**src/rtl/alu_exec_stage.sv**
```systemverilog
`default_nettype none
// ============================================================================
// alu_exec_stage : execute-stage ALU, single-cycle ops plus 16-step shift-add MUL
// rev 1.0
// ============================================================================
module alu_exec_stage #(
  parameter int WIDTH = 16
) (
  input  logic             clock,
  input  logic             reset,
  input  logic             start,
  input  logic [2:0]       op,
  input  logic [WIDTH-1:0] data_a,
  input  logic [WIDTH-1:0] data_b,
  output logic [WIDTH-1:0] result,
  output logic             zero,
  output logic             overflow,
  output logic             busy,
  output logic             done
);

  localparam logic [1:0] ST_IDLE = 2'd0;
  localparam logic [1:0] ST_EXEC = 2'd1;
  localparam logic [1:0] ST_MUL  = 2'd2;

  localparam logic [2:0] OP_ADD = 3'b000;
  localparam logic [2:0] OP_SUB = 3'b001;
  localparam logic [2:0] OP_AND = 3'b010;
  localparam logic [2:0] OP_OR  = 3'b011;
  localparam logic [2:0] OP_XOR = 3'b100;
  localparam logic [2:0] OP_SLT = 3'b101;
  localparam logic [2:0] OP_MUL = 3'b110;
  localparam logic [2:0] OP_SRA = 3'b111;

  logic [1:0]       state;
  logic [2:0]       op_q;
  logic [WIDTH-1:0] opa;   // doubles as the multiplicand during MUL
  logic [WIDTH-1:0] opb;   // doubles as the multiplier during MUL
  logic [WIDTH-1:0] acc;
  logic [3:0]       cnt;

  logic [WIDTH-1:0] sum;
  logic [WIDTH-1:0] diff;
  logic [WIDTH-1:0] alu_res;
  logic             alu_ovf;
  logic [WIDTH-1:0] acc_next;

  always_comb begin
    sum     = opa + opb;
    diff    = opa - opb;
    alu_res = '0;
    alu_ovf = 1'b0;
    case (op_q)
      OP_ADD: begin
        alu_res = sum;
        alu_ovf = (opa[WIDTH-1] == opb[WIDTH-1]) && (sum[WIDTH-1] != opa[WIDTH-1]);
      end
      OP_SUB: begin
        alu_res = diff;
        alu_ovf = (opa[WIDTH-1] != opb[WIDTH-1]) && (diff[WIDTH-1] != opa[WIDTH-1]);
      end
      OP_AND:  alu_res = opa & opb;
      OP_OR:   alu_res = opa | opb;
      OP_XOR:  alu_res = opa ^ opb;
      OP_SLT:  alu_res = {{(WIDTH-1){1'b0}}, ($signed(opa) < $signed(opb))};
      OP_SRA:  alu_res = $signed(opa) >>> opb[3:0];
      default: alu_res = '0;
    endcase
  end

  assign acc_next = opb[0] ? (acc + opa) : acc;

  always_ff @(posedge clock or posedge reset) begin
    if (reset) begin
      state    <= ST_IDLE;
      op_q     <= OP_ADD;
      opa      <= '0;
      opb      <= '0;
      acc      <= '0;
      cnt      <= '0;
      result   <= '0;
      zero     <= 1'b0;
      overflow <= 1'b0;
      busy     <= 1'b0;
      done     <= 1'b0;
    end else begin
      done <= 1'b0;
      case (state)
        ST_IDLE: begin
          if (start) begin
            op_q <= op;
            opa  <= data_a;
            opb  <= data_b;
            busy <= 1'b1;
            if (op == OP_MUL) begin
              acc   <= '0;
              cnt   <= '0;
              state <= ST_MUL;
            end else begin
              state <= ST_EXEC;
            end
          end
        end
        ST_EXEC: begin
          result   <= alu_res;
          zero     <= (alu_res == '0);
          overflow <= alu_ovf;
          done     <= 1'b1;
          busy     <= 1'b0;
          state    <= ST_IDLE;
        end
        ST_MUL: begin
          acc <= acc_next;
          opa <= opa << 1;
          opb <= opb >> 1;
          cnt <= cnt + 4'd1;
          if (cnt == 4'd15) begin
            result   <= acc_next;
            zero     <= (acc_next == '0);
            overflow <= 1'b0;
            done     <= 1'b1;
            busy     <= 1'b0;
            state    <= ST_IDLE;
          end
        end
        default: state <= ST_IDLE;
      endcase
    end
  end

endmodule
`default_nettype wire

```
**config.mk**
```make
export PLATFORM = sky130hd
export DESIGN_NAME = alu_exec_stage
export DESIGN_NICKNAME = d
export VERILOG_FILES = /design/src/rtl/alu_exec_stage.sv
export SDC_FILE = /design/constraint.sdc
export NUM_CORES = 1
export LEC_CHECK = 0
export CAP_MARGIN = 20
export CORE_AREA = 4 4 166 168
export DETAILED_ROUTE_END_ITERATION = 8
export DIE_AREA = 0 0 170 172
export RECOVER_POWER = 100
export SLEW_MARGIN = 20
export SYNTH_ARGS = -nofsm -noshare
export SYNTH_HDL_FRONTEND = slang
export SYNTH_SLANG_ARGS = --single-unit
```
**constraint.sdc**
```tcl
create_clock -name clock -period 6.7 [get_ports clock]
set_input_delay 1.005 -clock clock [delete_from_list [all_inputs] [get_ports clock]]
set_output_delay 1.005 -clock clock [all_outputs]
set_load 0.03 [all_outputs]
```
==> results_tabular.tex, run 1 <==
% Auto-generated results table
\begin{tabular}{lr}
\hline
Metric & Value \\
\hline
\multicolumn{2}{l}{\textbf{Outcome}} \\
\quad Result of the run & finished with violations \\
\quad Violations in the final reports & capacitance limit, slew limit \\
\multicolumn{2}{l}{\textbf{Route}} \\
\quad Number of remaining DRC errors & 0 \\
\quad Via density & between 5 and 6 \\
\quad Number of routed nets with antenna violations & 0 \\
\multicolumn{2}{l}{\textbf{Logic synthesis}} \\
\quad Average size of a mapped cell & 8.08 µm² \\
\quad Top area contributor share & 0.250 \\
\quad Synth top area cells & dfrtp\_1 (25\%), ha\_1 (12\%), mux2i\_1 (7.0\%), o21ai\_0 (6.2\%), nand2\_1 (5.6\%) \\
\quad Share of synthesized registers carrying an async set or reset & 1.00 \\
\quad Total of flip-flops plus latches after synthesis & 77 \\
\quad Nets in the synthesized netlist & 1069 \\
\multicolumn{2}{l}{\textbf{Power}} \\
\quad Total design power & 4270 µW \\
\quad Leakage dissipation & 0.00366 µW \\
\multicolumn{2}{l}{\textbf{Final timing}} \\
\quad Clock skew after layout & around 0.0098 ns \\
\quad Post-route minimum period & roughly 5.0 ns \\
\quad Final tally of max-slew violations & approximately 96 \\
\quad Final TNS setup & 0 ns \\
\quad Hold violation total from the final report & 0 \\
\quad Setup-failing EPs final & 0 \\
\multicolumn{2}{l}{\textbf{Clocking}} \\
\quad Deepest clock path buffer count & 2 \\
\quad TritonCTS clock tree & yes \\
\quad Resized Gates After CTS & 0 \\
\quad Number of buffers inserted for hold repair after clock tree synthesis & 0 \\
\multicolumn{2}{l}{\textbf{Floorplanning}} \\
\quad Floorplan utilization & 0.297 \\
\quad Total I/O pin count & 58 \\
\multicolumn{2}{l}{\textbf{Global routing}} \\
\quad Pin count of the biggest net entering global routing & between 70 and 80 \\
\multicolumn{2}{l}{\textbf{Final layout}} \\
\quad Share of cells above drive strength 1 & 0.0554 \\
\multicolumn{2}{l}{\textbf{Run}} \\
\quad Number of max-cap violations & 2 \\
\multicolumn{2}{l}{\textbf{Worst setup path}} \\
\quad Data required time at the worst endpoint & around 7 ns \\
\multicolumn{2}{l}{\textbf{Place}} \\
\quad Placed wire-length estimate & approximately 19 mm \\
\hline
\end{tabular}
run 1: critical path, cell delays in order, from the launching register on:
cell	delay, ns
dfrtp_1	0.42
clkbuf_1	1.29
clkinv_1	1.09
mux2_1	0.59
and3_1	0.19
a41oi_1	0.21
o2111ai_1	0.22
nor3_1	0.30
nand4_1	0.11
and4bb_1	0.26
nand4_1	0.10
nand3_1	0.09
run 1: flip-flops by register name (all words and copies together), names as in the netlist:
signal and flops:
op_q 3, opa 16, opb 16, acc 16, cnt 4, done 1
overflow 1, zero 1, result 16, busy 1, state 2
run 1: stage by stage:
step / worst slack, ns / std cells / area (µm²) / hold slack, ns / util
after floorplan: 3.55 / 952 / 7690 / 0.468 / -
after global placement: 2.90 / 1294 / 8510 / 0.479 / 0.329
after detailed placement: 2.88 / 1294 / 8510 / 0.498 / 0.329
after CTS: 2.85 / 1310 / 8800 / 0.513 / 0.340
after global routing: 1.36 / 1310 / 8770 / 0.530 / 0.338
final: 1.74 / 1310 / 8770 / 0.504 / 0.338
run 1: area by class of cell:
class | instances | area [µm²] | area share
multi-input combinational | 757 | 5290 | 0.603
clock buffer | 10 | 239 | 0.0273
clock inverter | 6 | 45.0 | 0.00514
timing repair buffer | 64 | 616 | 0.0702
tap | 335 | 419 | 0.0478
inverter | 61 | 230 | 0.0263
sequential | 77 | 1930 | 0.220
run 1: metal layers:
layer / up-vias / routed length, µm / global-route usage / share of wire
li1: 3488 / - / - / -
met1: 3486 / 11800 / 0.241 / 0.47
met2: 217 / 11300 / 0.269 / 0.45
met3: 50 / 1350 / 0.0341 / 0.053
met4: 0 / 779 / 0.0583 / 0.031
met5: - / 0 / 0 / 0
run 1: path summary, 6_finish.rpt:
kind | from | end | cells past startpoint
min reg2reg | result[11]$_DFFE_PP0P_ | result[11]$_DFFE_PP0P_ | 1
max in group asynchronous | reset | op_q[0]$_DFFE_PP0P_ | 3
min | result[11]$_DFFE_PP0P_ | result[11]$_DFFE_PP0P_ | 1
min in group asynchronous | reset | state[1]$_DFFE_PP0P_ | 3
max | opb[0]$_DFFE_PP0P_ | zero$_DFFE_PP0P_ | 11
max reg2reg | opb[0]$_DFFE_PP0P_ | zero$_DFFE_PP0P_ | 11
run 1: kinds of logic (layout without fill, tap and decap cells):
logic type	after synthesis	count (layout)	synth area share
AND-OR/OR-AND	301	301	0.251
XOR/XNOR	23	23	0.0262
adder cells (fa/ha/maj)	79	79	0.131
buffers and inverters	118	141	0.0611
flip-flops	77	77	0.250
multiplexers	80	80	0.119
AND/OR/NAND/NOR	274	274	0.162
run 1: synthesized netlist by cell type (17+ instances only):
master,n
mux2_2,19
a211oi_1,17
dfrtp_1,77
ha_1,76
nand2_1,114
mux2i_1,54
o21ai_0,96
clkbuf_1,35
a21oi_1,63
inv_1,59
nor3_1,21
nor2_1,68
run 1: power breakdown:
| group | internal (µW) | total [µW] | switching [µW] | leakage (µW) |
|---|---|---|---|---|
| clock | 263 | 475 | 212 | 0.000132 |
| sequential | 610 | 973 | 363 | 0.000979 |
| combinational | 1090 | 2830 | 1740 | 0.00255 |
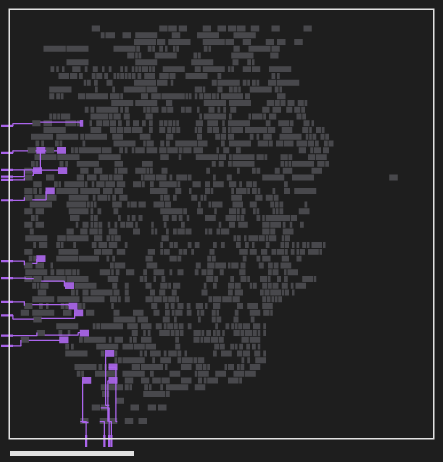
Figure 1: run 1, nets reached from selected ports.
The bar under the picture is 50 µm long.
[purple] `data_a` | direction: input | end cells: 16 | buffers: 16 | wire: 346 µm

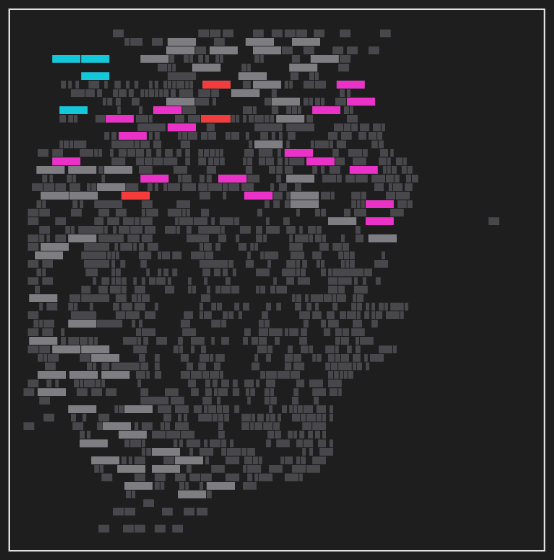
Figure 2: run 1, sequential cells colored by netlist name.
Other sequential cells in the stronger gray, the rest of the logic in the fainter gray.
[red] `op_q` | placed flops: 3
[cyan] `cnt` | placed flops: 4 | where: upper left
[magenta] `acc` | placed flops: 16 | where: top center

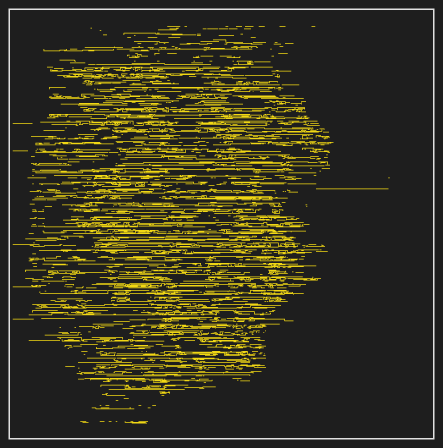
Figure 3: run 1, met1 routing.
longest straight run: 64.4 µm
main direction: horizontal
nets with wire on the layer: 977
sum of routed wire length over all layers: 25.3 mm
routed via count: 7241
global routing usage on met1: 0.241

==> inputs of run 2 (changes only) <==
clock period = 5 ns   (was 6.7 ns; I/O delays follow)
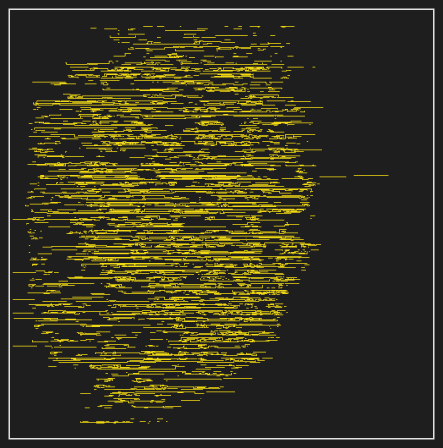
Figure 4: run 2, met1 routing.
wire length on this layer: 11900 µm
nets with wire on the layer: 981
share of all routed wire: 46%
longest straight run: 56.6 µm
main direction: horizontal
global routing usage on met1: 0.245
routed via count: 7385
sum of routed wire length over all layers: 25.7 mm

==> run 2 against run 1 <==
Effect of this change:
- the run still ends with capacitance limit, slew limit left
- clock power is about 30% higher
- fmax is 17% higher
- count of clock-buffer cells in the layout stayed put
- clock skew hardly changed
- hold slack worse by 0.0072 ns
- first-iteration DRC count is 9.1% higher
- critical path type unchanged
- critical endpoint is now acc[3]$_DFFE_PP0P_
- largest power group unchanged
==> results_tabular.tex, run 2 <==
% Auto-generated results table
\begin{tabular}{lr}
\hline
Metric & Value \\
\hline
\multicolumn{2}{l}{\textbf{Outcome}} \\
\quad Result of the run & finished with violations \\
\quad Violations in the final reports & capacitance limit, slew limit \\
\multicolumn{2}{l}{\textbf{Logic synthesis}} \\
\quad Total of flip-flops plus latches after synthesis & 77 (unchanged) \\
\quad Nets in the synthesized netlist & 1069 (unchanged) \\
\quad Dominant cell by count in the synthesized netlist & nand2\_1 \\
\quad Leading post-synthesis cells by instance count & nand2\_1 (114), o21ai\_0 (96), dfrtp\_1 (77) \\
\quad Share of synthesized registers carrying an async set or reset & 1.00 (unchanged) \\
\quad Top area contributor share & 0.250 (unchanged) \\
\quad Average size of a mapped cell & 8.08 µm² (unchanged) \\
\multicolumn{2}{l}{\textbf{Route}} \\
\quad Number of remaining DRC errors & 0 (unchanged) \\
\quad Via density & 5.62 (+1.8\%) \\
\quad Number of routed nets with antenna violations & 0 (unchanged) \\
\multicolumn{2}{l}{\textbf{Global routing}} \\
\quad Pin count of the biggest net entering global routing & 63 (-19\%) \\
\quad Final global-route overflow total & 0 \\
\multicolumn{2}{l}{\textbf{Final timing}} \\
\quad Final TNS setup & 0 ns (unchanged) \\
\quad Hold violation total from the final report & 0 (unchanged) \\
\quad Clock skew after layout & 0.0102 ns (+0.000451 ns) \\
\quad Post-route minimum period & 4.23 ns (-0.725 ns) \\
\quad Final tally of max-slew violations & 184 (+92\%) \\
\quad Setup-failing EPs final & 0 (unchanged) \\
\multicolumn{2}{l}{\textbf{Worst setup path}} \\
\quad Delay-heaviest family, CP & AND-OR/OR-AND gates \\
\quad Worst-path cell chain & inv\_1 -> ha\_1 -> clkbuf\_2 -> o21ai\_1 -> nor2\_1 -> a22o\_1 \\
\quad Cell with the biggest individual delay on the critical path & o21ai\_1 \\
\quad Buffer-and-inverter tally for the worst setup path & 2 (unchanged) \\
\quad Data required time at the worst endpoint & 5.23 ns (-1.76 ns) \\
\quad Critical Path Max Stage Delay & 1.88 ns (+0.59 ns) \\
\multicolumn{2}{l}{\textbf{Final layout}} \\
\quad Final Instance Count excl. Fillers & 1313 (+0.23\%) \\
\quad Final cell area excluding filler cells & 8770 µm² (about the same) \\
\quad Share of cells above drive strength 1 & 0.0613 (+0.00597) \\
\multicolumn{2}{l}{\textbf{Floorplanning}} \\
\quad Floorplan utilization & 0.297 (unchanged) \\
\multicolumn{2}{l}{\textbf{Clocking}} \\
\quad Number of buffers inserted for hold repair after clock tree synthesis & 0 (unchanged) \\
\quad TritonCTS clock tree & yes \\
\multicolumn{2}{l}{\textbf{Place}} \\
\quad Dpl cells & 1297 (+0.23\%) \\
\quad Standard cell area after detailed placement & 8540 µm² (+0.26\%) \\
\multicolumn{2}{l}{\textbf{Power}} \\
\quad Leakage dissipation & 0.00368 µW (+0.31\%) \\
\multicolumn{2}{l}{\textbf{Run}} \\
\quad Number of max-cap violations & 4 (+2) \\
\hline
\end{tabular}
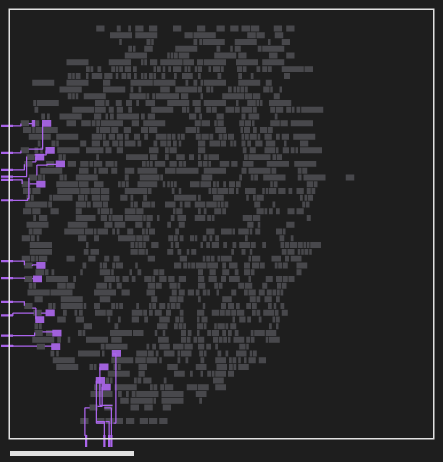
Figure 5: run 2, nets reached from selected ports.
The bar under the picture is 50 µm long.
IO buf count: 57
total I/O pin count: 58

==> run 2: netlist changes by cell type in the layout (fill, tap and decap cells not counted), moves of 2 or more <==
cell,previous run,this run
buf_4,3,7
o21ai_0,101,97
mux2_2,17,19
mux2_1,2,0
o21ai_1,0,4
clkinv_2,1,3
==> run 2: per-layer routing <==
metal  vias up  wire [µm]  track usage
met3        56       1240       0.0222
met5         -          0            0
met1      3579      11900        0.245
met2       257      11700        0.279
met4         0        920       0.0677
li1       3493          -            -
==> run 2: cell type report <==
class	count	area (µm²)	area share
Multi-Input combinational cell	757	5290	0.603
Sequential cell	77	1930	0.220
Timing Repair Buffer	67	636	0.0725
Tap cell	335	419	0.0478
Inverter	61	230	0.0263
Clock buffer	10	229	0.0261
Clock inverter	6	38.8	0.00442
==> run 2: through the flow <==
stage | hold WS, ns | util | setup slack, ns
2_1_floorplan | 0.468 | - | 1.85
3_3_place_gp | 0.481 | 0.329 | 1.24
3_5_place_dp | 0.491 | 0.329 | 1.08
4_1_cts | 0.506 | 0.340 | 1.08
5_1_grt | 0.522 | 0.338 | 0.384
6_report | 0.497 | 0.338 | 0.767
==> run 2: power by group <==
group	total [µW]	internal (µW)	leakage, µW	switching (µW)
Combinational	3840	1470	0.00257	2380
Sequential	1280	818	0.000979	460
Clock	618	336	0.000129	283
==> run 2: cell families (layout without fill, tap and decap cells) <==
family,after synthesis,after routing,share of synthesized area
fa+ha+maj,79,79,0.131
simple gates,274,274,0.162
buf+inv,118,144,0.0611
xor+xnor,23,23,0.0262
mux,80,80,0.119
flops,77,77,0.250
compound gates,301,301,0.251
==> run 2: final timing paths <==
path                       cells after the start                  start  slack [ns]               endpoint
setup / recovery                               6   state[0]$_DFFE_PP0P_        0.77     acc[3]$_DFFE_PP0P_
hold / removal                                 1  result[7]$_DFFE_PP0P_        0.50  result[7]$_DFFE_PP0P_
setup reg to reg                               6   state[0]$_DFFE_PP0P_        0.77     acc[3]$_DFFE_PP0P_
hold reg to reg                                1  result[7]$_DFFE_PP0P_        0.50  result[7]$_DFFE_PP0P_
max in group asynchronous                      3                  reset        2.51     opa[7]$_DFFE_PP0P_
min in group asynchronous                      2                  reset        1.24  result[2]$_DFFE_PP0P_
Power figures rest on the tool's default switching activity, not on a simulated workload.
